==> src/rtl/multicycle_control_pkg.sv <==
// Shared encodings for the multicycle RV32I control unit: FSM states, opcodes,
// ALU control codes, ALU B-source selects and the decoded control word.
package multicycle_control_pkg;

    typedef enum logic [3:0] {
        S_FETCH     = 4'd0,
        S_DECODE    = 4'd1,
        S_MEM_ADDR  = 4'd2,
        S_MEM_READ  = 4'd3,
        S_MEM_WB    = 4'd4,
        S_MEM_WRITE = 4'd5,
        S_EXEC_R    = 4'd6,
        S_EXEC_I    = 4'd7,
        S_ALU_WB    = 4'd8,
        S_BRANCH    = 4'd9,
        S_HALT      = 4'd10
    } state_t;

    localparam logic [6:0] OP_LOAD   = 7'b0000011;
    localparam logic [6:0] OP_STORE  = 7'b0100011;
    localparam logic [6:0] OP_RTYPE  = 7'b0110011;
    localparam logic [6:0] OP_ITYPE  = 7'b0010011;
    localparam logic [6:0] OP_BRANCH = 7'b1100011;
    localparam logic [6:0] OP_HALT   = 7'b0000000;

    localparam logic [3:0] ALU_AND = 4'b0000;
    localparam logic [3:0] ALU_OR  = 4'b0001;
    localparam logic [3:0] ALU_ADD = 4'b0010;
    localparam logic [3:0] ALU_SUB = 4'b0110;

    localparam logic [1:0] SRCB_REG  = 2'b00;
    localparam logic [1:0] SRCB_FOUR = 2'b01;
    localparam logic [1:0] SRCB_IMM  = 2'b10;

    // Operation class requested by the FSM; the decoder resolves it to a code.
    typedef enum logic [1:0] {
        ALUOP_ADD   = 2'd0,
        ALUOP_SUB   = 2'd1,
        ALUOP_RTYPE = 2'd2,
        ALUOP_ITYPE = 2'd3
    } alu_op_t;

    typedef struct packed {
        logic       pc_write;
        logic       iord;
        logic       mem_read;
        logic       mem_write;
        logic       ir_write;
        logic       mem_to_reg;
        logic       reg_write;
        logic       alu_src_a;
        logic [1:0] alu_src_b;
        logic       pc_source;
        logic       alu_en;
        alu_op_t    alu_op;
        logic       halted;
    } ctrl_t;

endpackage

==> src/rtl/multicycle_control_alu_decoder.sv <==
// Combinational ALU decoder: maps the FSM's operation class plus the
// instruction's funct fields to a 4-bit ALU control code.
module multicycle_control_alu_decoder
    import multicycle_control_pkg::*;
(
    input  alu_op_t    alu_op,
    input  logic [2:0] funct3,
    input  logic       funct7b5,
    output logic [3:0] alu_control
);

    always_comb begin
        // NOTE: default assigned first so no path through the case infers a latch.
        alu_control = ALU_ADD;
        case (alu_op)
            ALUOP_ADD: alu_control = ALU_ADD;
            ALUOP_SUB: alu_control = ALU_SUB;
            ALUOP_RTYPE: begin
                case (funct3)
                    3'b000:  alu_control = funct7b5 ? ALU_SUB : ALU_ADD;
                    3'b111:  alu_control = ALU_AND;
                    3'b110:  alu_control = ALU_OR;
                    default: alu_control = ALU_ADD;
                endcase
            end
            ALUOP_ITYPE: begin
                // funct7b5 is immediate bits for I-type, never a sub selector.
                case (funct3)
                    3'b111:  alu_control = ALU_AND;
                    3'b110:  alu_control = ALU_OR;
                    default: alu_control = ALU_ADD;
                endcase
            end
            default: alu_control = ALU_ADD;
        endcase
    end

endmodule

==> src/rtl/multicycle_control.sv <==
// Main control FSM for the multicycle RV32I datapath: sequences mux selects,
// write enables and ALU control per instruction class.
module multicycle_control
    import multicycle_control_pkg::*;
#(
    parameter bit HALT_ON_ZERO = 1'b1
)
(
    input  logic       clk,
    input  logic       reset,
    input  logic [6:0] opcode,
    input  logic [2:0] funct3,
    input  logic       funct7b5,
    input  logic       zero,
    output logic       PCWrite,
    output logic       IorD,
    output logic       memRead,
    output logic       memWrite,
    output logic       IRWrite,
    output logic       MemtoReg,
    output logic       regWrite,
    output logic       ALUSrcA,
    output logic [1:0] ALUSrcB,
    output logic       PCSource,
    output logic [3:0] alu_control,
    output logic       halted,
    output logic [3:0] state_dbg
);

    state_t     state;
    ctrl_t      ctrl;
    logic [3:0] alu_dec;

    always_ff @(posedge clk or posedge reset) begin
        if (reset) begin
            state <= S_FETCH;
        end else begin
            case (state)
                S_FETCH:  state <= S_DECODE;
                S_DECODE: begin
                    case (opcode)
                        OP_LOAD, OP_STORE: state <= S_MEM_ADDR;
                        OP_RTYPE:          state <= S_EXEC_R;
                        OP_ITYPE:          state <= S_EXEC_I;
                        OP_BRANCH:         state <= (funct3 == 3'b000) ? S_BRANCH : S_FETCH;
                        OP_HALT:           state <= HALT_ON_ZERO ? S_HALT : S_FETCH;
                        default:           state <= S_FETCH;
                    endcase
                end
                S_MEM_ADDR:  state <= (opcode == OP_LOAD) ? S_MEM_READ : S_MEM_WRITE;
                S_MEM_READ:  state <= S_MEM_WB;
                S_MEM_WB:    state <= S_FETCH;
                S_MEM_WRITE: state <= S_FETCH;
                S_EXEC_R:    state <= S_ALU_WB;
                S_EXEC_I:    state <= S_ALU_WB;
                S_ALU_WB:    state <= S_FETCH;
                S_BRANCH:    state <= S_FETCH;
                S_HALT:      state <= S_HALT;
                default:     state <= S_FETCH;
            endcase
        end
    end

    // Moore decode of state; reset forces every output to its idle value
    // combinationally so nothing is enabled while reset is held.
    always_comb begin
        ctrl        = '0;
        ctrl.alu_op = ALUOP_ADD;
        if (!reset) begin
            case (state)
                S_FETCH: begin
                    ctrl.mem_read  = 1'b1;
                    ctrl.ir_write  = 1'b1;
                    ctrl.alu_src_b = SRCB_FOUR;
                    ctrl.alu_en    = 1'b1;
                end
                S_DECODE: begin
                    ctrl.pc_write  = 1'b1;
                    ctrl.pc_source = 1'b1;
                    ctrl.alu_src_b = SRCB_IMM;
                    ctrl.alu_en    = 1'b1;
                end
                S_MEM_ADDR: begin
                    ctrl.alu_src_a = 1'b1;
                    ctrl.alu_src_b = SRCB_IMM;
                    ctrl.alu_en    = 1'b1;
                end
                S_MEM_READ: begin
                    ctrl.mem_read = 1'b1;
                    ctrl.iord     = 1'b1;
                end
                S_MEM_WB: begin
                    ctrl.reg_write  = 1'b1;
                    ctrl.mem_to_reg = 1'b1;
                end
                S_MEM_WRITE: begin
                    ctrl.mem_write = 1'b1;
                    ctrl.iord      = 1'b1;
                end
                S_EXEC_R: begin
                    ctrl.alu_src_a = 1'b1;
                    ctrl.alu_src_b = SRCB_REG;
                    ctrl.alu_en    = 1'b1;
                    ctrl.alu_op    = ALUOP_RTYPE;
                end
                S_EXEC_I: begin
                    ctrl.alu_src_a = 1'b1;
                    ctrl.alu_src_b = SRCB_IMM;
                    ctrl.alu_en    = 1'b1;
                    ctrl.alu_op    = ALUOP_ITYPE;
                end
                S_ALU_WB: ctrl.reg_write = 1'b1;
                S_BRANCH: begin
                    // PC load follows the live compare result in this state only.
                    ctrl.alu_src_a = 1'b1;
                    ctrl.alu_src_b = SRCB_REG;
                    ctrl.alu_en    = 1'b1;
                    ctrl.alu_op    = ALUOP_SUB;
                    ctrl.pc_source = 1'b1;
                    ctrl.pc_write  = zero;
                end
                S_HALT:  ctrl.halted = 1'b1;
                default: ;
            endcase
        end
    end

    multicycle_control_alu_decoder u_alu_decoder (
        .alu_op      (ctrl.alu_op),
        .funct3      (funct3),
        .funct7b5    (funct7b5),
        .alu_control (alu_dec)
    );

    assign PCWrite     = ctrl.pc_write;
    assign IorD        = ctrl.iord;
    assign memRead     = ctrl.mem_read;
    assign memWrite    = ctrl.mem_write;
    assign IRWrite     = ctrl.ir_write;
    assign MemtoReg    = ctrl.mem_to_reg;
    assign regWrite    = ctrl.reg_write;
    assign ALUSrcA     = ctrl.alu_src_a;
    assign ALUSrcB     = ctrl.alu_src_b;
    assign PCSource    = ctrl.pc_source;
    assign alu_control = reset ? ALU_ADD : (ctrl.alu_en ? alu_dec : 4'b0000);
    assign halted      = ctrl.halted;
    assign state_dbg   = state;

endmodule
==> config.mk <==
export PLATFORM = sky130hd
export DESIGN_NAME = multicycle_control
export DESIGN_NICKNAME = d
export VERILOG_FILES = /design/src/rtl/multicycle_control_pkg.sv /design/src/rtl/multicycle_control_alu_decoder.sv /design/src/rtl/multicycle_control.sv
export SDC_FILE = /design/constraint.sdc
export NUM_CORES = 1
export LEC_CHECK = 0
export CORE_UTILIZATION = 37
export DETAILED_ROUTE_END_ITERATION = 10
export PLACE_DENSITY = 0.82
export RECOVER_POWER = 50
export SETUP_SLACK_MARGIN = 0.2
export SYNTH_ARGS = -nofsm -noshare
export SYNTH_HDL_FRONTEND = slang
export SYNTH_SLANG_ARGS = --single-unit
export TNS_END_PERCENT = 1
==> constraint.sdc <==
create_clock -name clk -period 3.15 [get_ports clk]
set_input_delay 0.945 -clock clk [delete_from_list [all_inputs] [get_ports clk]]
set_output_delay 0.945 -clock clk [all_outputs]
set_load 0.02 [all_outputs]
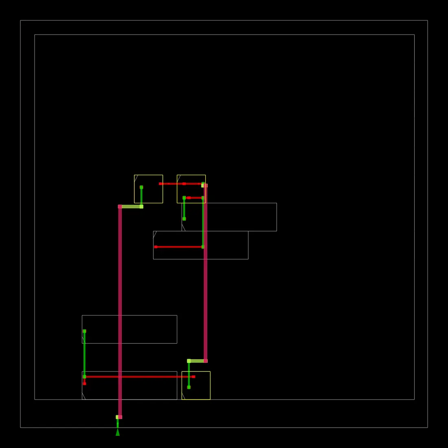
final_clocks.png
final-layout clock buffer total: 3
Setup Skew: 1.31 ps

==> results.sh <==
# implementation run metrics
export IMPL_status="complete, no violations"
export IMPL_power_group_top="combinational cells"
export IMPL_grtUsageMet2_pct=43.0
export IMPL_wl_met3_microns=73
export IMPL_yosysChipArea_sq_um=519
export IMPL_ys_sh_xor_pct=1.69
export IMPL_hold_end="state_dbg[3]"
export IMPL_fp_dieArea_sq_mm=0.00156
export IMPL_maxSlewViolCount=0
export IMPL_place_detailed_hpwl_microns=1190
export IMPL_rsz0062_at_grt="true"
export IMPL_worst_setup_path_end_kind="output port"
export IMPL_clk_pin_slew_ps=40
export IMPL_final_antenna_net_count=0
export IMPL_drt_initial_drc_count=5
export IMPL_reg2regPathDepth=3
export IMPL_r2r_start="state_dbg[2]"
export IMPL_common_cells="7 x a21oi_1, 7 x nor2_1, 7 x nor3_1"
export IMPL_crit_chain="clkdlybuf4s25_1 > clkbuf_1 > buf_4 > a21oi_1 > o21ai_0 > buf_2"
export IMPL_leakage_uw=0.000388
export IMPL_p_int_uw=186
export IMPL_gr_usage_met3_pct=1.70
export IMPL_gp_congestion=0.796
export IMPL_cts_sinks=4
export IMPL_top_layer="met4"
export IMPL_top_cell_area_share_pct=19.3
export IMPL_r2r_slack_ps=1630
export IMPL_diodes=0
export IMPL_nWellTaps=15
export IMPL_worst_skew_pair_late_latency_ps=230
export IMPL_port_buffers=32
export IMPL_grt_usage_pct=25.0
export IMPL_nFillCells=127
export IMPL_hold_class="register to register"
export IMPL_clockBufferDepth=2
export IMPL_most_common_layout_cells="12 x buf_4, 7 x a21oi_1, 7 x buf_2, 7 x dlygate4sd3_1, 7 x clkdlybuf4s50_1"
export IMPL_powerClk_uw=63.8
export IMPL_drtPass1Iterations=6
export IMPL_hold_viol=0
export IMPL_post_cts_buffers=0
export IMPL_fp_nets=89
export IMPL_pwr_share_seq_pct=23.8
export IMPL_synthMuxAreaShare_pct=0
export IMPL_cts_made_buffers=3
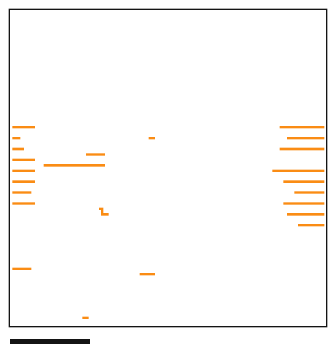
met3.png
The bar under the picture is 10 microns long.
The longest straight run is 7.40 microns. 22 nets have wire on it. The layer holds 4.3% of the routed length. The layer carries 73.4 microns of wire. The wires run mostly horizontal.

==> stage by stage <==
| step | hold WS (ps) | setup slack, ps | util (%) | std cells | setup TNS [ps] |
|---|---|---|---|---|---|
| 2_1_floorplan | 762 | 267 | - | 75 | 0 |
| 3_3_place_gp | 712 | -325 | 68.9 | 124 | -3360 |
| 3_5_place_dp | 725 | -347 | 68.9 | 124 | -3510 |
| 4_1_cts | 734 | 118 | 67.5 | 127 | 0 |
| 5_1_grt | 810 | 122 | 68.4 | 128 | 0 |
| 6_report | 749 | 151 | 68.4 | 128 | 0 |
==> timing repair <==
action	CTS	global route
cloned	0	1
pin swaps	5	1
resized	67	8
endpoints found under the setup margin	15	14
hold buffers	0	0
